$ cat src/rtl/debug_view.sv
// debug_view: button-driven viewer for the register file / data memory.
// Debounced address/mode controls feed a single-outstanding read port.
module debug_view #(
  parameter int unsigned DEBOUNCE_CYCLES = 1000000,
  parameter int unsigned REFRESH_CYCLES  = 5000000,
  parameter int unsigned TIMEOUT_CYCLES  = 255
) (
  input  logic        clk,
  input  logic        rst,
  input  logic        btn_inc,
  input  logic        btn_dec,
  input  logic        btn_mode,
  output logic        rd_req,
  output logic        rd_sel,
  output logic [7:0]  rd_addr,
  input  logic        rd_ack,
  input  logic [31:0] rd_data,
  output logic [31:0] data_display,
  output logic [7:0]  addr_led,
  output logic        mode_led
);

  localparam int DW = (DEBOUNCE_CYCLES > 1) ? $clog2(DEBOUNCE_CYCLES) : 1;
  localparam int RW = (REFRESH_CYCLES > 1) ? $clog2(REFRESH_CYCLES) : 1;
  localparam int TW = (TIMEOUT_CYCLES > 1) ? $clog2(TIMEOUT_CYCLES) : 1;

  localparam logic [DW-1:0] DB_LAST = DW'(DEBOUNCE_CYCLES - 1);
  localparam logic [RW-1:0] RF_LAST = RW'(REFRESH_CYCLES - 1);
  localparam logic [TW-1:0] TO_LAST = TW'(TIMEOUT_CYCLES - 1);

  typedef enum logic {
    S_IDLE = 1'b0,
    S_WAIT = 1'b1
  } state_t;

  // bit 0 = inc, bit 1 = dec, bit 2 = mode
  logic [2:0]    btn_raw;
  logic [2:0]    sync1_q, sync1_d;
  logic [2:0]    sync2_q, sync2_d;
  logic [2:0]    deb_q, deb_d;
  logic [2:0]    prev_q, prev_d;
  logic [2:0]    ev;
  logic [DW-1:0] dbc_q [3];
  logic [DW-1:0] dbc_d [3];

  logic [7:0]    addr_q, addr_d;
  logic          mode_q, mode_d;
  logic [7:0]    addr_inc, addr_dec;
  logic          set_pend;
  logic          pend_q, pend_d;

  logic [RW-1:0] ref_q, ref_d;
  logic          ref_wrap;

  state_t        state_q, state_d;
  logic [TW-1:0] tcnt_q, tcnt_d;
  logic          to_hit;
  logic          issue;
  logic          req_q, req_d;
  logic          sel_q, sel_d;
  logic [7:0]    raddr_q, raddr_d;
  logic [31:0]   disp_q, disp_d;

  assign btn_raw = {btn_mode, btn_dec, btn_inc};

  // Two-flop synchronizer on the raw buttons
  always_comb begin
    sync1_d = btn_raw;
    sync2_d = sync1_q;
  end

  // Debounce: accept a new level after DEBOUNCE_CYCLES differing samples
  always_comb begin
    deb_d = deb_q;
    for (int i = 0; i < 3; i++) begin
      dbc_d[i] = '0;
      if (sync2_q[i] != deb_q[i]) begin
        if (dbc_q[i] == DB_LAST) begin
          deb_d[i] = sync2_q[i];
        end else begin
          dbc_d[i] = dbc_q[i] + 1'b1;
        end
      end
    end
  end

  // Rising edge of a debounced level is a one-cycle event
  always_comb begin
    prev_d = deb_q;
    ev     = deb_q & ~prev_q;
  end

  // Wrapped address steps; register view stays within 0..31
  always_comb begin
    if (mode_q) begin
      addr_inc = addr_q + 8'd1;
      addr_dec = addr_q - 8'd1;
    end else begin
      addr_inc = {3'b000, addr_q[4:0] + 5'd1};
      addr_dec = {3'b000, addr_q[4:0] - 5'd1};
    end
  end

  // View registers: mode wins, inc+dec together cancel
  always_comb begin
    addr_d   = addr_q;
    mode_d   = mode_q;
    set_pend = 1'b0;
    unique case (1'b1)
      ev[2]: begin
        mode_d   = ~mode_q;
        addr_d   = '0;
        set_pend = 1'b1;
      end
      ev[0] & ~ev[1] & ~ev[2]: begin
        addr_d   = addr_inc;
        set_pend = 1'b1;
      end
      ev[1] & ~ev[0] & ~ev[2]: begin
        addr_d   = addr_dec;
        set_pend = 1'b1;
      end
      default: ;
    endcase
  end

  // Free-running refresh counter
  always_comb begin
    ref_wrap = (ref_q == RF_LAST);
    ref_d    = ref_wrap ? '0 : ref_q + 1'b1;
  end

  // Pending read: new setters win over the clear on issue
  always_comb begin
    issue  = (state_q == S_IDLE) & pend_q;
    pend_d = set_pend | ref_wrap | (pend_q & ~issue);
  end

  // FSM next state
  always_comb begin
    to_hit  = (tcnt_q == TO_LAST);
    state_d = state_q;
    unique case (state_q)
      S_IDLE: if (pend_q) state_d = S_WAIT;
      S_WAIT: if (rd_ack || to_hit) state_d = S_IDLE;
      default: state_d = S_IDLE;
    endcase
  end

  // FSM outputs: latch request, capture data or timeout marker
  always_comb begin
    req_d   = req_q;
    sel_d   = sel_q;
    raddr_d = raddr_q;
    disp_d  = disp_q;
    tcnt_d  = tcnt_q;
    unique case (state_q)
      S_IDLE: begin
        if (pend_q) begin
          req_d   = 1'b1;
          raddr_d = addr_q;
          sel_d   = mode_q;
          tcnt_d  = '0;
        end
      end
      S_WAIT: begin
        if (rd_ack) begin
          disp_d = rd_data;
          req_d  = 1'b0;
        end else if (to_hit) begin
          disp_d = 32'hFFFF_FFFF;
          req_d  = 1'b0;
        end else begin
          tcnt_d = tcnt_q + 1'b1;
        end
      end
      default: req_d = 1'b0;
    endcase
  end

  // Button front-end state
  always_ff @(posedge clk or posedge rst) begin
    if (rst) begin
      sync1_q <= '0;
      sync2_q <= '0;
      deb_q   <= '0;
      prev_q  <= '0;
      for (int i = 0; i < 3; i++) dbc_q[i] <= '0;
    end else begin
      sync1_q <= sync1_d;
      sync2_q <= sync2_d;
      deb_q   <= deb_d;
      prev_q  <= prev_d;
      for (int i = 0; i < 3; i++) dbc_q[i] <= dbc_d[i];
    end
  end

  // View, pending and refresh state; first read issues right after reset
  always_ff @(posedge clk or posedge rst) begin
    if (rst) begin
      addr_q <= '0;
      mode_q <= 1'b0;
      pend_q <= 1'b1;
      ref_q  <= '0;
    end else begin
      addr_q <= addr_d;
      mode_q <= mode_d;
      pend_q <= pend_d;
      ref_q  <= ref_d;
    end
  end

  // Read port state
  always_ff @(posedge clk or posedge rst) begin
    if (rst) begin
      state_q <= S_IDLE;
      tcnt_q  <= '0;
      req_q   <= 1'b0;
      sel_q   <= 1'b0;
      raddr_q <= '0;
      disp_q  <= '0;
    end else begin
      state_q <= state_d;
      tcnt_q  <= tcnt_d;
      req_q   <= req_d;
      sel_q   <= sel_d;
      raddr_q <= raddr_d;
      disp_q  <= disp_d;
    end
  end

  assign rd_req       = req_q;
  assign rd_sel       = sel_q;
  assign rd_addr      = raddr_q;
  assign data_display = disp_q;
  assign addr_led     = addr_q;
  assign mode_led     = mode_q;

endmodule

$ cat config.mk
export PLATFORM = sky130hd
export DESIGN_NAME = debug_view
export DESIGN_NICKNAME = d
export VERILOG_FILES = /design/src/rtl/debug_view.sv
export SDC_FILE = /design/constraint.sdc
export NUM_CORES = 1
export LEC_CHECK = 0
export CAP_MARGIN = 25
export CORE_MARGIN = 2
export CORE_UTILIZATION = 60
export DETAILED_ROUTE_END_ITERATION = 8
export PLACE_DENSITY = 0.94
export SLEW_MARGIN = 30
export SYNTH_ARGS = -nofsm -noshare
export SYNTH_HDL_FRONTEND = slang
export SYNTH_SLANG_ARGS = --single-unit
$ cat constraint.sdc
create_clock -name clk -period 8.9 [get_ports clk]
set_input_delay 1.335 -clock clk [delete_from_list [all_inputs] [get_ports clk]]
set_output_delay 1.335 -clock clk [all_outputs]
set_load 0.02 [all_outputs]
Figure 1. Metal layers overlaid.
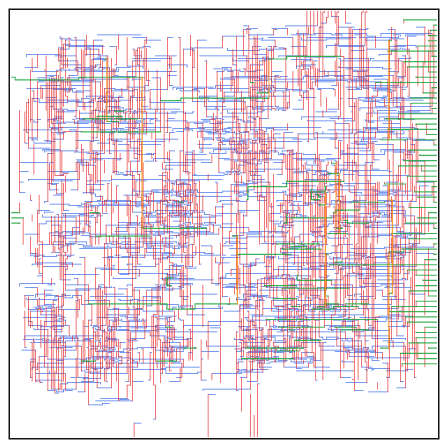
colour	layer	wire length
orange	M4	227 um
blue	M1	6,500 um
green	M3	961 um
red	M2	7,900 um
DR vias: 5,307
routed len/inst: 17.3 um
GRT Util Overall: 0.260

Figure 2. Placement view.
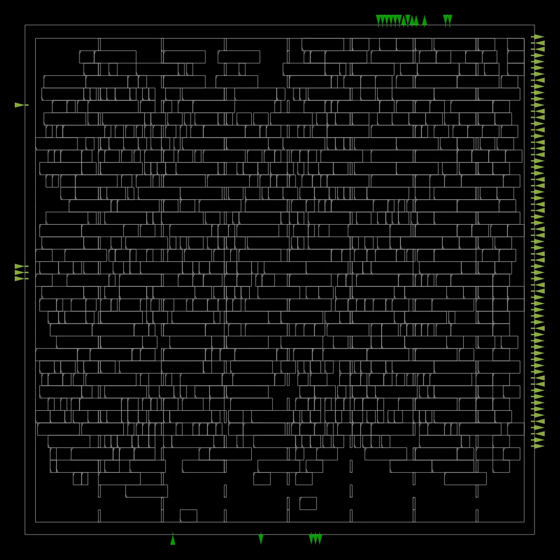
sequential portion of the cell area: 0.458
seq_cells: 156
Fillers: 743
core area: 11,400 um2

Figure 3. Met3 routing.
Bar = 20 um.
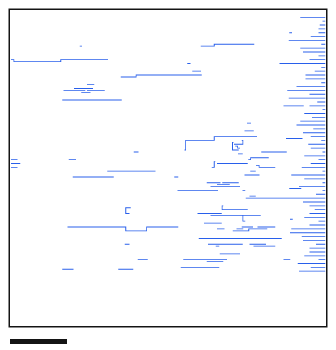
nets with wire on the layer	115
longest straight run	29.0 um
main direction	horizontal
share of all routed wire	6.2%

Figure 4. Zoomed window.
Region (36, 14) to (76, 54) um. Cells in grey, sequential cells in the stronger grey; small squares are vias.
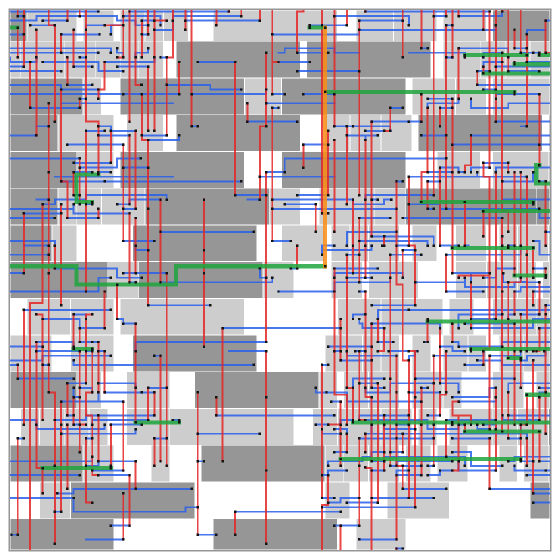
colour	layer
orange	M4
red	M2
blue	M1
green	M3
sequential cells in the window	23
most frequent	dfrtp_1 (22), nand3_1 (12)
netlist names of flops here include	dbc_q (7), addr_led (4), prev_q (3)
cells with their middle in the window	129

==> impl_metrics.tcl <==
# place-and-route summary
set metrics [dict create \
    status "completed" \
    power_density_nw_per_um2 188 \
    cp_top_family "buffers and inverters" \
    cp-start-kind "flop" \
    drv_slew 0 \
    overflow 0 \
    remaining_drc_errors 0 \
    synth_flops 156 \
    slew_headroom 0.462 \
    postSynthAreaPerCell_um2 10.6 \
    rows 39 \
    antennaDiodeCount 0 \
    grt_pass1_wl_um 26300 \
    synth_cells 654 \
    gp_congestion 0.881 \
    p_int_w 0.00123 \
    routed_wirelength_um 15600 \
    yosysTopAreaCell "dfrtp_1" \
    pwr-share-comb 0.086 \
    io_pins 89 \
    clock_power_w 0.000709 \
    cts_buffer_depth 2 \
    portBuffers 88 \
    grt_pass1_vias 5448 \
]
-- state kept, by name, summed over array words and instances, names as in the netlist --
signal	count
sync1_q	3
mode_led	1
sync2_q	3
deb_q	3
state_q	1
rd_addr	8
prev_q	3
ref_q	23
data_display	32
dbc_q	60
addr_led	8
tcnt_q	8
pend_q	1
rd_sel	1
rd_req	1
-- synthesized netlist by cell type (all sizes together), types with 2 or more instances --
library cell / count
o22ai: 3
o211ai: 3
o22a: 32
xnor2: 32
a31oi: 2
ha: 8
buf: 12
or2: 10
nand2: 59
mux2: 3
and3: 13
nor4: 8
and4: 4
nand3: 43
inv: 13
a21oi: 2
nand4: 23
clkbuf: 6
nor4bb: 2
nor2: 97
nor4b: 3
nor2b: 5
a21o: 2
nor3: 17
dfrtp: 155
or3: 4
o21ai: 19
nand2b: 6
a221oi: 2
xor2: 50
-- layer usage --
layer | up-vias | share of wire | track usage
met1 | 2629 | 0.42 | 0.332
met4 | 0 | 0.015 | 0.0757
met3 | 22 | 0.062 | 0.0702
met5 | - | 0 | 0
li1 | 2455 | - | -
met2 | 201 | 0.51 | 0.441
-- path summary, 6_finish.rpt --
path	from	end	slack (ns)	cells after the start
min reg2reg	sync1_q[2]	sync2_q[2]	0.36	0
min	sync1_q[2]	sync2_q[2]	0.36	0
max in group asynchronous	rst	tcnt_q[0]	6.35	3
max	mode_led	mode_led	5.97	1
max reg2reg	tcnt_q[0]	data_display[11]	6.72	6
min in group asynchronous	rst	sync1_q[0]	1.45	2
-- cell type report --
cell class	count	area (um2)	area share
clock buffer	21	460	0.0540
inverter	13	56.3	0.00661
clock inverter	10	118	0.0138
multi-input combinational	467	2920	0.342
tap	143	179	0.0210
timing repair buffer	89	888	0.104
sequential	156	3910	0.458
Power and IR drop assume default switching activity.
